===== config.mk =====
export PLATFORM = sky130hd
export DESIGN_NAME = fft_stage_sequencer
export DESIGN_NICKNAME = d
export VERILOG_FILES = /design/src/rtl/fft_pkg.sv /design/src/rtl/fft_bf_addr_gen.sv /design/src/rtl/fft_stage_sequencer.sv
export SDC_FILE = /design/constraint.sdc
export NUM_CORES = 1
export LEC_CHECK = 0
export ABC_CLOCK_PERIOD_IN_PS = 5500
export CAP_MARGIN = 20
export CELL_PAD_IN_SITES_DETAIL_PLACEMENT = 1
export CELL_PAD_IN_SITES_GLOBAL_PLACEMENT = 2
export CORE_ASPECT_RATIO = 0.8
export CORE_MARGIN = 4
export CORE_UTILIZATION = 21
export DETAILED_ROUTE_END_ITERATION = 8
export GPL_TIMING_DRIVEN = 1
export PLACE_DENSITY = 0.8
export SLEW_MARGIN = 20
export SYNTH_ARGS = -nofsm -noshare
export SYNTH_HDL_FRONTEND = slang
export SYNTH_HIERARCHICAL = 1
export SYNTH_SLANG_ARGS = --single-unit

===== constraint.sdc =====
create_clock -name clk -period 5.5 [get_ports clk]
set_input_delay 0.55 -clock clk [delete_from_list [all_inputs] [get_ports clk]]
set_output_delay 0.55 -clock clk [all_outputs]
set_load 0.03 [all_outputs]

===== src/rtl/fft_pkg.sv =====
// Shared sizing helpers and sequencer state encoding for the in-place radix-2 FFT.
package fft_pkg;

    typedef enum logic [1:0] {
        ST_IDLE  = 2'd0,
        ST_RUN   = 2'd1,
        ST_DRAIN = 2'd2,
        ST_DONE  = 2'd3
    } state_e;

    function automatic int unsigned log2n(input int unsigned n);
        return $clog2(n);
    endfunction

    function automatic int unsigned addr_w(input int unsigned n);
        return log2n(n);
    endfunction

    function automatic int unsigned twid_w(input int unsigned n);
        return log2n(n) - 1;
    endfunction

    function automatic int unsigned stage_w(input int unsigned n);
        return $clog2(log2n(n) + 1);
    endfunction

    localparam int unsigned DEF_FFT_SIZE = 512;
    localparam int unsigned DEF_LOG2N    = log2n(DEF_FFT_SIZE);
    localparam int unsigned DEF_ADDR_W   = addr_w(DEF_FFT_SIZE);
    localparam int unsigned DEF_TWID_W   = twid_w(DEF_FFT_SIZE);

endpackage


===== src/rtl/fft_bf_addr_gen.sv =====
// Maps (stage, butterfly index) to the top/bottom RAM addresses and twiddle index.
module fft_bf_addr_gen
    import fft_pkg::*;
#(
    parameter int unsigned FFT_SIZE = DEF_FFT_SIZE
) (
    input  logic [stage_w(FFT_SIZE)-1:0] i_stage,
    input  logic [addr_w(FFT_SIZE)-2:0]  i_k,
    output logic [addr_w(FFT_SIZE)-1:0]  o_top,
    output logic [addr_w(FFT_SIZE)-1:0]  o_bot,
    output logic [twid_w(FFT_SIZE)-1:0]  o_twiddle
);

    localparam int unsigned LOG2N = log2n(FFT_SIZE);
    localparam int unsigned AW    = addr_w(FFT_SIZE);
    localparam int unsigned TW    = twid_w(FFT_SIZE);
    localparam int unsigned SW    = stage_w(FFT_SIZE);

    logic [AW-1:0] k_ext;
    logic [AW-1:0] half;
    logic [AW-1:0] pos;

    // Split k into group and in-group position; groups are spaced 2*half apart.
    always_comb begin
        k_ext     = AW'(i_k);
        half      = AW'(1) << i_stage;
        pos       = k_ext & (half - AW'(1));
        o_top     = ((k_ext >> i_stage) << (i_stage + SW'(1))) | pos;
        o_bot     = o_top + half;
        o_twiddle = TW'(pos << (SW'(LOG2N - 1) - i_stage));
    end

endmodule


===== src/rtl/fft_stage_sequencer.sv =====
// Stage sequencer for an in-place radix-2 DIT FFT over a dual-port registered RAM.
module fft_stage_sequencer
    import fft_pkg::*;
#(
    parameter int unsigned DATA_WIDTH = 48,
    parameter int unsigned FFT_SIZE   = DEF_FFT_SIZE,
    parameter int unsigned BF_LATENCY = 2
) (
    input  logic                         clk,
    input  logic                         reset,
    input  logic                         i_start,
    output logic                         o_busy,
    output logic                         o_done,
    output logic [stage_w(FFT_SIZE)-1:0] o_stage,
    input  logic [addr_w(FFT_SIZE)-1:0]  i_ext_addr_a,
    input  logic [addr_w(FFT_SIZE)-1:0]  i_ext_addr_b,
    input  logic [DATA_WIDTH-1:0]        i_ext_data_a,
    input  logic [DATA_WIDTH-1:0]        i_ext_data_b,
    input  logic                         i_ext_wr_en_a,
    input  logic                         i_ext_wr_en_b,
    output logic [addr_w(FFT_SIZE)-1:0]  o_ram_addr_a,
    output logic [addr_w(FFT_SIZE)-1:0]  o_ram_addr_b,
    output logic [DATA_WIDTH-1:0]        o_ram_data_a,
    output logic [DATA_WIDTH-1:0]        o_ram_data_b,
    output logic                         o_ram_wr_en_a,
    output logic                         o_ram_wr_en_b,
    output logic                         o_bf_valid,
    output logic [twid_w(FFT_SIZE)-1:0]  o_bf_twiddle_idx,
    input  logic [DATA_WIDTH-1:0]        i_bf_data_a,
    input  logic [DATA_WIDTH-1:0]        i_bf_data_b
);

    localparam int unsigned LOG2N = log2n(FFT_SIZE);
    localparam int unsigned AW    = addr_w(FFT_SIZE);
    localparam int unsigned TW    = twid_w(FFT_SIZE);
    localparam int unsigned SW    = stage_w(FFT_SIZE);
    localparam int unsigned KW    = AW - 1;
    localparam int unsigned D     = BF_LATENCY + 1;

    localparam logic [KW-1:0] K_LAST     = KW'(FFT_SIZE / 2 - 1);
    localparam logic [SW-1:0] STAGE_LAST = SW'(LOG2N - 1);

    state_e               state_q, state_d;
    logic [SW-1:0]        stage_q, stage_d;
    logic [KW-1:0]        k_q, k_d;
    logic                 busy_q, busy_d;
    logic                 done_q, done_d;
    logic                 bf_valid_q, bf_valid_d;
    logic [TW-1:0]        twiddle_q, twiddle_d;
    logic [D-1:0]         pipe_vld_q, pipe_vld_d;
    logic [D-1:0][AW-1:0] pipe_top_q, pipe_top_d;
    logic [D-1:0][AW-1:0] pipe_bot_q, pipe_bot_d;

    logic                 rd_issue;
    logic                 wr_head;
    logic [AW-1:0]        gen_top;
    logic [AW-1:0]        gen_bot;
    logic [TW-1:0]        gen_twiddle;

    fft_bf_addr_gen #(
        .FFT_SIZE (FFT_SIZE)
    ) u_addr_gen (
        .i_stage   (stage_q),
        .i_k       (k_q),
        .o_top     (gen_top),
        .o_bot     (gen_bot),
        .o_twiddle (gen_twiddle)
    );

    // Next state: walk butterflies of a stage, write-back has priority over reads.
    always_comb begin
        state_d  = state_q;
        stage_d  = stage_q;
        k_d      = k_q;
        rd_issue = 1'b0;
        wr_head  = pipe_vld_q[D-1];

        unique case (state_q)
            ST_IDLE: begin
                if (i_start) begin
                    state_d = ST_RUN;
                    stage_d = '0;
                    k_d     = '0;
                end
            end
            ST_RUN: begin
                if (!wr_head) begin
                    rd_issue = 1'b1;
                    if (k_q == K_LAST) begin
                        k_d     = '0;
                        state_d = ST_DRAIN;
                    end else begin
                        k_d = k_q + KW'(1);
                    end
                end
            end
            ST_DRAIN: begin
                if (pipe_vld_q == '0) begin
                    if (stage_q == STAGE_LAST) begin
                        state_d = ST_DONE;
                    end else begin
                        stage_d = stage_q + SW'(1);
                        state_d = ST_RUN;
                    end
                end
            end
            ST_DONE: begin
                state_d = ST_IDLE;
                stage_d = '0;
            end
            default: state_d = ST_IDLE;
        endcase

        busy_d     = (state_d != ST_IDLE);
        done_d     = (state_d == ST_DONE);
        bf_valid_d = rd_issue;
        twiddle_d  = rd_issue ? gen_twiddle : '0;
    end

    // Write-back pipe: shifts every cycle, slot 0 takes the read issued this cycle.
    always_comb begin
        pipe_vld_d = {pipe_vld_q[D-2:0], rd_issue};
        pipe_top_d = {pipe_top_q[D-2:0], gen_top};
        pipe_bot_d = {pipe_bot_q[D-2:0], gen_bot};
    end

    // Registers; reset empties the pipe so an aborted run issues no further writes.
    always_ff @(posedge clk or negedge reset) begin
        if (!reset) begin
            state_q    <= ST_IDLE;
            stage_q    <= '0;
            k_q        <= '0;
            busy_q     <= 1'b0;
            done_q     <= 1'b0;
            bf_valid_q <= 1'b0;
            twiddle_q  <= '0;
            pipe_vld_q <= '0;
            pipe_top_q <= '0;
            pipe_bot_q <= '0;
        end else begin
            state_q    <= state_d;
            stage_q    <= stage_d;
            k_q        <= k_d;
            busy_q     <= busy_d;
            done_q     <= done_d;
            bf_valid_q <= bf_valid_d;
            twiddle_q  <= twiddle_d;
            pipe_vld_q <= pipe_vld_d;
            pipe_top_q <= pipe_top_d;
            pipe_bot_q <= pipe_bot_d;
        end
    end

    // RAM port mux: external owner while idle, otherwise write-back then butterfly read.
    always_comb begin
        o_ram_addr_a  = '0;
        o_ram_addr_b  = '0;
        o_ram_data_a  = '0;
        o_ram_data_b  = '0;
        o_ram_wr_en_a = 1'b0;
        o_ram_wr_en_b = 1'b0;
        if (reset) begin
            if (state_q == ST_IDLE) begin
                o_ram_addr_a  = i_ext_addr_a;
                o_ram_addr_b  = i_ext_addr_b;
                o_ram_data_a  = i_ext_data_a;
                o_ram_data_b  = i_ext_data_b;
                o_ram_wr_en_a = i_ext_wr_en_a;
                o_ram_wr_en_b = i_ext_wr_en_b;
            end else if (wr_head) begin
                o_ram_addr_a  = pipe_top_q[D-1];
                o_ram_addr_b  = pipe_bot_q[D-1];
                o_ram_data_a  = i_bf_data_a;
                o_ram_data_b  = i_bf_data_b;
                o_ram_wr_en_a = 1'b1;
                o_ram_wr_en_b = 1'b1;
            end else if (rd_issue) begin
                o_ram_addr_a = gen_top;
                o_ram_addr_b = gen_bot;
            end
        end
    end

    assign o_busy           = busy_q;
    assign o_done           = done_q;
    assign o_stage          = stage_q;
    assign o_bf_valid       = bf_valid_q;
    assign o_bf_twiddle_idx = twiddle_q;

endmodule


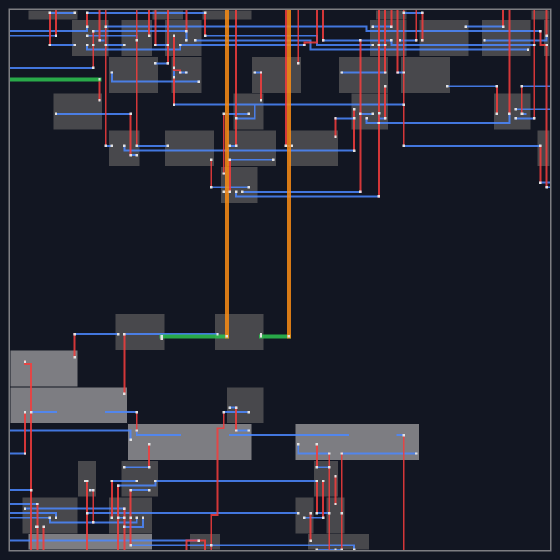
**Above:** run 1 (zoomed window).
Window x 81 to 121, y 94 to 134 microns. Cells in grey, sequential cells in the stronger grey; small squares are vias.
M4 -> orange
M3 -> green
M2 -> red
M1 -> blue
most frequent = clkdlybuf4s50_1 (12), a22oi_1 (6)
netlist names of flops here include = k_q (2)
cells with their middle in the window = 34
sequential cells in the window = 4

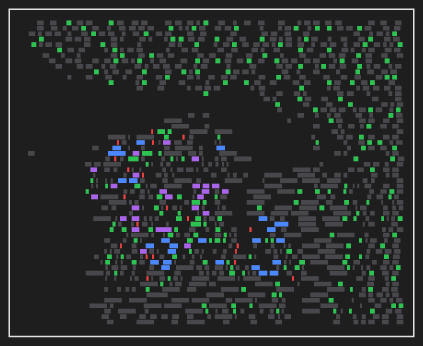
**Above:** run 1 (logic cells by family).
Scale: 2 px per micron.
aoi and oai cells -> green  # cells 197, most used a22oi_1, where all over the die
inv cells -> red  # cells 20, most used inv_1
mux cells -> purple  # cells 24, most used mux2i_1, where centre
fa/ha/maj cells -> blue  # cells 24, most used ha_1

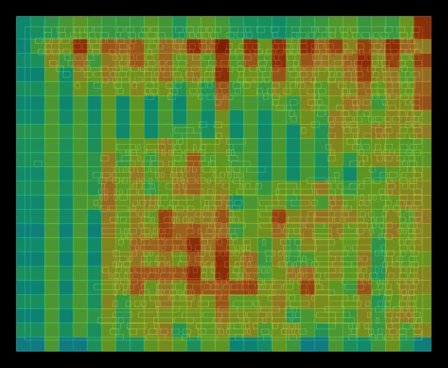
**Above:** run 1 (routing congestion).
GR Util met2: 28.07%
GRT met1 Usage: 23.87%

==> results.toml, run 1 <==
# physical design summary
[route]
wirelength_microns = 30240
wl_met3_microns = 1750
drtAntennaViolNets = 0
dr_wl_met2_microns = 14400
drc = 0
highest_layer = "met4"
dr.pass1.iters = 5

[layout]
nNonClkBuffers = 371
largest_cell_class = "combinational gates"
fillers = 3410
logic_area_sq_mm = 0.003906
mostFrequentLayoutCell = "clkdlybuf4s50_1"
seq_area_share_pct = 19.47
syn_to_final_growth_pct = 65.44
regArea_sq_mm = 0.002027
comb_share_pct = 37.52
drive_gt1_share_pct = 8.008
seq_cell_count = 81
diodes = 0

[final_timing]
clock_skew_ns = 0.006852
min_period_over_period_pct = 95.28
timing.fmax_ghz = 0.1908
slew_viol_final = 0
period_minus_slack_ns = 5.240
setup_ws_ns = 0.2596
relSlewSlack_pct = 40.44
hold_viol_final = 0
rsz0062_at_grt = "false"

[logic_synthesis]
synth_adder_area_share_pct = 4.892
synth.most_common_cell = "a22oi_1"
yosys_cells = 722
mux_area_share_pct = 4.235
xor_area_share_pct = 2.227
synth_cells = 722
syn_area_per_cell_sq_um = 8.715
syn_nets = 961
ys_sh_simple_pct = 24.58
syn_area_sq_mm = 0.006292
ys_types = 74
top_logic_kind = "AND-OR/OR-AND gates"

[cts]
cts.sinks = 81
cts_resized = 0
cts_made_buffers = 9
cts_tree = "built"
ctsHoldBuffers = 0
ctsRootBufferMaster = "clkbuf_16"
clock_path_buffers = 2
h-tree-depth = 3

[floorplanning]
chipArea_sq_mm = 0.03281
n_tap_cell = 377
row_count = 56
dieHeight_microns = 162.8
dieWidth_microns = 201.5
core_sq_mm = 0.02943
io_pins = 346

[worst_setup_path]
slowest_delay_ns = 0.46
r2r_start = "o_stage[1]"
critical_path.cell_chain = "buf_4 > ha_1 > ha_1 > inv_1 > or2_2 > o31ai_1 > ha_1 > a21o_1 > a21oi_1 > nor2b_1 > o21a_1 > o41ai_1 > xnor2_1 > a22oi_1 > o21ai_1 > and2_1 > buf_4"
crit_buf_inv = 3
rr_endpoint = "pipe_bot_d[16]"
crit_family = "AND-OR/OR-AND gates"
path_max_fanout = 9
crit_end = "o_ram_addr_b[7]"
cpMostUsedCell = "ha_1"
cp-end-kind = "primary output"

[pwr]
power_clock_uw = 608
p_comb_uw = 199
top_power_group = "the clock network"
p_per_area_mw_per_mm2 = 134.7
p_clk_share_pct = 43.3
ir_drop_mv = 0.1250
power_uw = 1402

[placement]
globalplace.congestion = 0.8901
place_inst = 1411

[status]
status = "complete, no violations"

[global_route]
grt_busiest_layer = "met2"
grt_pass1_vias = 6858
run 1: how the worst min path moves through the flow:
stage                         startpoint  depth (start not counted)  slack [ns]                  end
after detailed placement  pipe_top_d[17]                          0        0.34       pipe_top_d[26]
after CTS                          reset                          1        0.32  o_bf_twiddle_idx[2]
after global routing      pipe_top_d[15]                          0        0.35       pipe_top_d[24]
after global placement     pipe_top_d[9]                          0        0.33       pipe_top_d[18]
final                              reset                          1        0.30  o_bf_twiddle_idx[6]
after floorplan                    reset                          0        0.25               k_q[0]
run 1: per-stage QoR:
| stage | instance area, sq um | hold slack [ns] |
|---|---|---|
| CTS | 10410 | 0.3185 |
| detailed placement | 10110 | 0.3362 |
| global route | 10410 | 0.3529 |
| finish | 10410 | 0.2987 |
| floorplan | 6292 | 0.2544 |
| global placement | 10110 | 0.3316 |
==> inputs of run 2 (changes only) <==
--- a/config.mk
+++ b/config.mk
@@ -12,9 +12,11 @@
 export CORE_ASPECT_RATIO = 0.8
 export CORE_MARGIN = 4
 export CORE_UTILIZATION = 21
+export CTS_CLUSTER_DIAMETER = 50
 export DETAILED_ROUTE_END_ITERATION = 8
 export GPL_TIMING_DRIVEN = 1
 export PLACE_DENSITY = 0.8
+export SKIP_CTS_REPAIR_TIMING = 1
 export SLEW_MARGIN = 20
 export SYNTH_ARGS = -nofsm -noshare
 export SYNTH_HDL_FRONTEND = slang
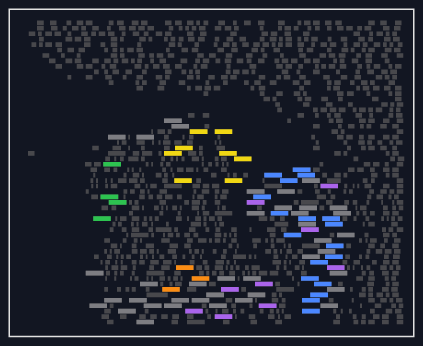
**Above:** run 2 (sequential cells grouped by signal name).
Scale: 2 px per micron.
o_stage -> green  # flops 4, where west
k_q -> yellow  # flops 8, where centre
pipe_vld_q -> orange  # flops 3
pipe_bot_d -> blue  # flops 18
pipe_top_q -> purple  # flops 9
not coloured = 39

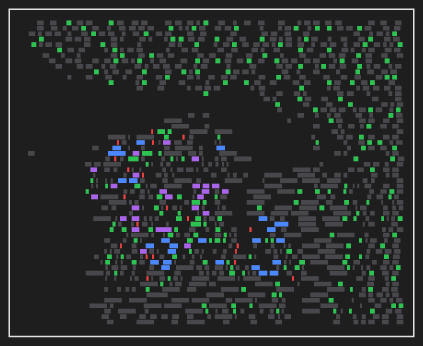
**Above:** run 2 (logic cells by family).
Scale: 2 px per micron.
aoi and oai cells -> green  # cells 197, most used a22oi_1, where all over the die
mux cells -> purple  # cells 24, most used mux2i_1, where centre
inv cells -> red  # cells 20, most used inv_1
fa/ha/maj cells -> blue  # cells 24, most used ha_1

==> run 2 against run 1 <==
  * Via count did not move
  * Final cell count unchanged
  * Area after synthesis is the same
  * Largest cell class unchanged
  * Clock power hardly changed
  * Die size did not move
==> results.toml, run 2 <==
# physical design summary
[cts]
cts_made_buffers = 9
clock_path_buffers = 2
h-tree-depth = 3
cts.sinks = 81

[logic_synthesis]
syn_area_sq_mm = 0.006292
syn_nets = 961
syn_area_per_cell_sq_um = 8.715
xor_area_share_pct = 2.227
ys_sh_simple_pct = 24.58
ys_types = 74
synth.most_common_cell = "a22oi_1"

[layout]
fillers = 3410
diodes = 0
seq_cell_count = 81
drive_gt1_share_pct = 8.008
logic_area_sq_mm = 0.003906
comb_share_pct = 37.52
nNonClkBuffers = 371

[final_timing]
hold_viol_final = 0
timing.fmax_ghz = 0.1908
hold_slack_ns = 0.2987
relSlewSlack_pct = 40.44
clock_skew_ns = 0.006852
period_minus_slack_ns = 5.240
setup_ws_ns = 0.2596
rsz0062_at_grt = "false"
slew_viol_final = 0

[worst_setup_path]
crit_buf_inv = 3
path_max_fanout = 9
crit_family = "AND-OR/OR-AND gates"
rr_endpoint = "pipe_bot_d[16]"
r2r_start = "o_stage[1]"
cpMostUsedCell = "ha_1"
cp-end-kind = "primary output"
critical_path.cell_chain = "buf_4 > ha_1 > ha_1 > inv_1 > or2_2 > o31ai_1 > ha_1 > a21o_1 > a21oi_1 > nor2b_1 > o21a_1 > o41ai_1 > xnor2_1 > a22oi_1 > o21ai_1 > and2_1 > buf_4"

[global_route]
grt_util_met1_pct = 23.87
grt_busiest_layer = "met2"

[pwr]
power_uw = 1402

[route]
drc = 0
drtAntennaViolNets = 0
wirelength_microns = 30240
highest_layer = "met4"
dr.pass1.iters = 5
wl_met3_microns = 1750

[floorplanning]
dieWidth_microns = 201.5
core_sq_mm = 0.02943
row_count = 56

[status]
status = "complete, no violations"

[placement]
place_inst = 1411
placed_area_sq_mm = 0.01011
globalplace.congestion = 0.8901
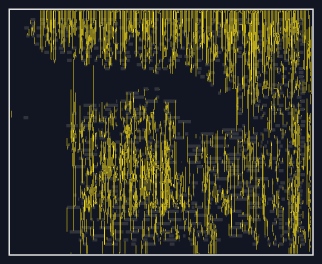
**Above:** run 2 (met2 routing).
Scale: 1.5 px per micron.
main direction = vertical
longest straight run = 72.9 microns

-- run 2: where the power goes --
part           internal [uW]  switching, uW  total (uW)  leakage (uW)
clock network            363            245         608      0.000146
registers                596              0         596       0.00103
logic                    145           53.1         199       0.00271
-- run 2: how the worst max path moves through the flow --
stage | startpoint | end | slack [ns] | depth (start not counted)
2_1_floorplan | o_stage[0] | o_ram_addr_b[7] | 0.74 | 18
3_3_place_gp | o_stage[1] | o_ram_addr_b[7] | 0.78 | 17
3_5_place_dp | o_stage[1] | o_ram_addr_b[7] | 0.69 | 17
4_1_cts | o_stage[1] | o_ram_addr_b[7] | 0.30 | 17
5_1_grt | o_stage[0] | o_ram_addr_b[8] | 0.0004 | 17
6_report | o_stage[1] | o_ram_addr_b[7] | 0.26 | 17
==> inputs of run 3 (changes only) <==
--- a/config.mk
+++ b/config.mk
@@ -5,7 +5,6 @@
 export SDC_FILE = /design/constraint.sdc
 export NUM_CORES = 1
 export LEC_CHECK = 0
-export ABC_CLOCK_PERIOD_IN_PS = 5500
 export CAP_MARGIN = 20
 export CELL_PAD_IN_SITES_DETAIL_PLACEMENT = 1
 export CELL_PAD_IN_SITES_GLOBAL_PLACEMENT = 2
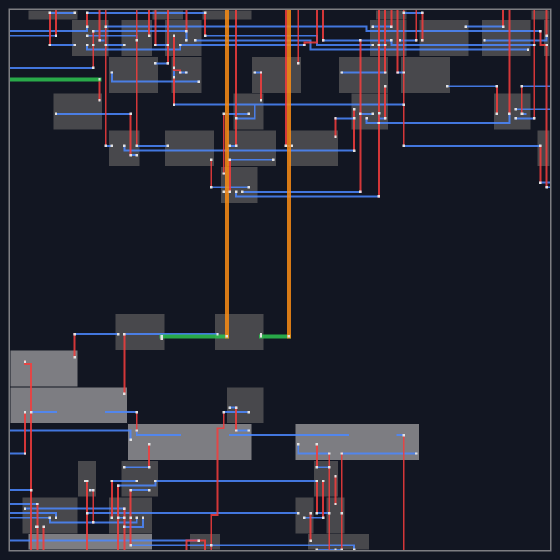
**Above:** run 3 (zoomed window).
Window x 81 to 121, y 94 to 134 microns. Cells in grey, sequential cells in the stronger grey; small squares are vias.
M2 -> red
M1 -> blue
M4 -> orange
M3 -> green
cells with their middle in the window = 34
netlist names of flops here include = k_q (2)
most frequent = clkdlybuf4s50_1 (12), a22oi_1 (6)
sequential cells in the window = 4

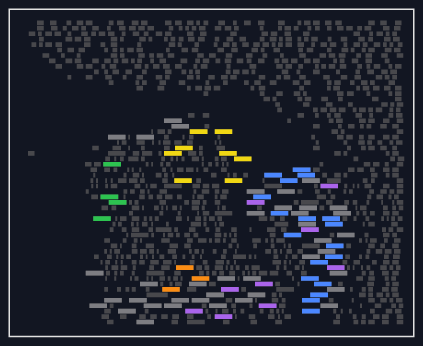
**Above:** run 3 (sequential cells grouped by signal name).
Scale: 2 px per micron.
k_q -> yellow  # flops 8, where centre
o_stage -> green  # flops 4, where west
pipe_top_q -> purple  # flops 9
pipe_vld_q -> orange  # flops 3
pipe_bot_d -> blue  # flops 18
not coloured = 39

==> run 3 against run 2 <==
  * Combinational power is essentially flat
  * Flip-flop count is the same
  * First-iteration DRC count is the same
  * Core utilization is the same
  * Clock-buffer cell count is the same
  * Register-to-register slack is essentially flat
  * Area after synthesis is the same
  * Critical path type unchanged
  * Largest cell class unchanged
==> results.toml, run 3 <==
# physical design summary
[status]
status = "complete, no violations"

[floorplanning]
row_count = 56
n_tap_cell = 377
chipArea_sq_mm = 0.03281
core_sq_mm = 0.02943
io_pins = 346
dieWidth_microns = 201.5
dieHeight_microns = 162.8

[placement]
globalplace.congestion = 0.8901
placed_area_sq_mm = 0.01011
place_inst = 1411

[final_timing]
rsz0062_at_grt = "false"
setup_ws_ns = 0.2596
period_minus_slack_ns = 5.240
clock_skew_ns = 0.006852
timing.fmax_ghz = 0.1908
min_period_over_period_pct = 95.28
hold_slack_ns = 0.2987

[layout]
syn_to_final_growth_pct = 65.44
logic_area_sq_mm = 0.003906
stdcell_area_sq_mm = 0.01041
drive_gt1_share_pct = 8.008
seq_area_share_pct = 19.47
regArea_sq_mm = 0.002027
comb_share_pct = 37.52
diodes = 0
nNonClkBuffers = 371
seq_cell_count = 81
mostFrequentLayoutCell = "clkdlybuf4s50_1"
largest_cell_class = "combinational gates"

[logic_synthesis]
synth.most_common_cell = "a22oi_1"
mux_area_share_pct = 4.235
synth_cells = 722
xor_area_share_pct = 2.227
syn_area_sq_mm = 0.006292
syn_nets = 961
yosys_cells = 722
syn_area_per_cell_sq_um = 8.715
ys_sh_simple_pct = 24.58
synth_adder_area_share_pct = 4.892
top_logic_kind = "AND-OR/OR-AND gates"

[cts]
cts_tree = "built"
cts_made_buffers = 9
clock_path_buffers = 2
h-tree-depth = 3
ctsRootBufferMaster = "clkbuf_16"
cts.sinks = 81

[route]
dr_wl_met2_microns = 14400
highest_layer = "met4"
drc = 0
wirelength_microns = 30240
drtAntennaViolNets = 0
dr.pass1.iters = 5
num_vias = 6954

[pwr]
p_seq_uw = 596
p_comb_uw = 199
ir_drop_mv = 0.1250
seqPwrFrac_pct = 42.5
share_comb_of_total_power_pct = 14.2
p_int_uw = 1105
p_sw_uw = 297.7
p_per_area_mw_per_mm2 = 134.7
top_power_group = "the clock network"
swShare_pct = 21.23

[global_route]
use_met2_pct = 28.07
grt_pass1_vias = 6858
grt_util_met1_pct = 23.87

[worst_setup_path]
critical_path.cell_chain = "buf_4 > ha_1 > ha_1 > inv_1 > or2_2 > o31ai_1 > ha_1 > a21o_1 > a21oi_1 > nor2b_1 > o21a_1 > o41ai_1 > xnor2_1 > a22oi_1 > o21ai_1 > and2_1 > buf_4"
cp.depth = 17
crit_buf_inv = 3
crit_family = "AND-OR/OR-AND gates"
cp-end-kind = "primary output"
cpMostUsedCell = "ha_1"
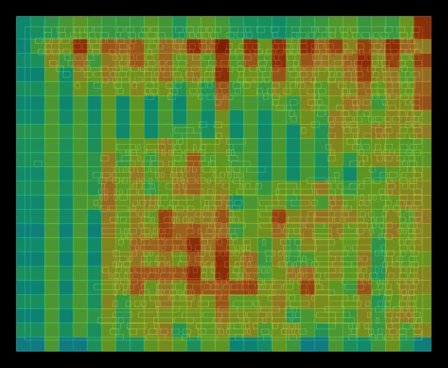
**Above:** run 3 (routing congestion).
post-layout util: 35.37%
met3 Usage GRT: 3.922%
grt peak-use layer: met2
Routed WL per cell: 21.21 microns

run 3: cell counts in the layout (fill, tap and decap cells not counted):
Identical to the previous run, type by type.
run 3: cells by family after synthesis:
kind of cell               count (synthesis)
buffers and inverters                     79
muxes                                     24
adders and majority gates                 24
and+or+nand+nor                          275
DFF                                       81
xor gates and xnor gates                  16
AOI/OAI and AO/OA                        223
run 3: worst paths after layout:
path / startpoint / endpoint / slack [ns]
setup / recovery: o_stage[1] / o_ram_addr_b[7] / 0.26
hold / removal: reset / o_bf_twiddle_idx[6] / 0.30
setup reg to reg: o_stage[1] / pipe_bot_d[16] / 1.61
hold reg to reg: pipe_top_d[23] / pipe_top_q[23] / 0.34
max in group asynchronous: reset / pipe_top_d[21] / 4.29
min in group clk: pipe_top_d[23] / pipe_top_q[23] / 0.34
Power and IR drop assume default switching activity.
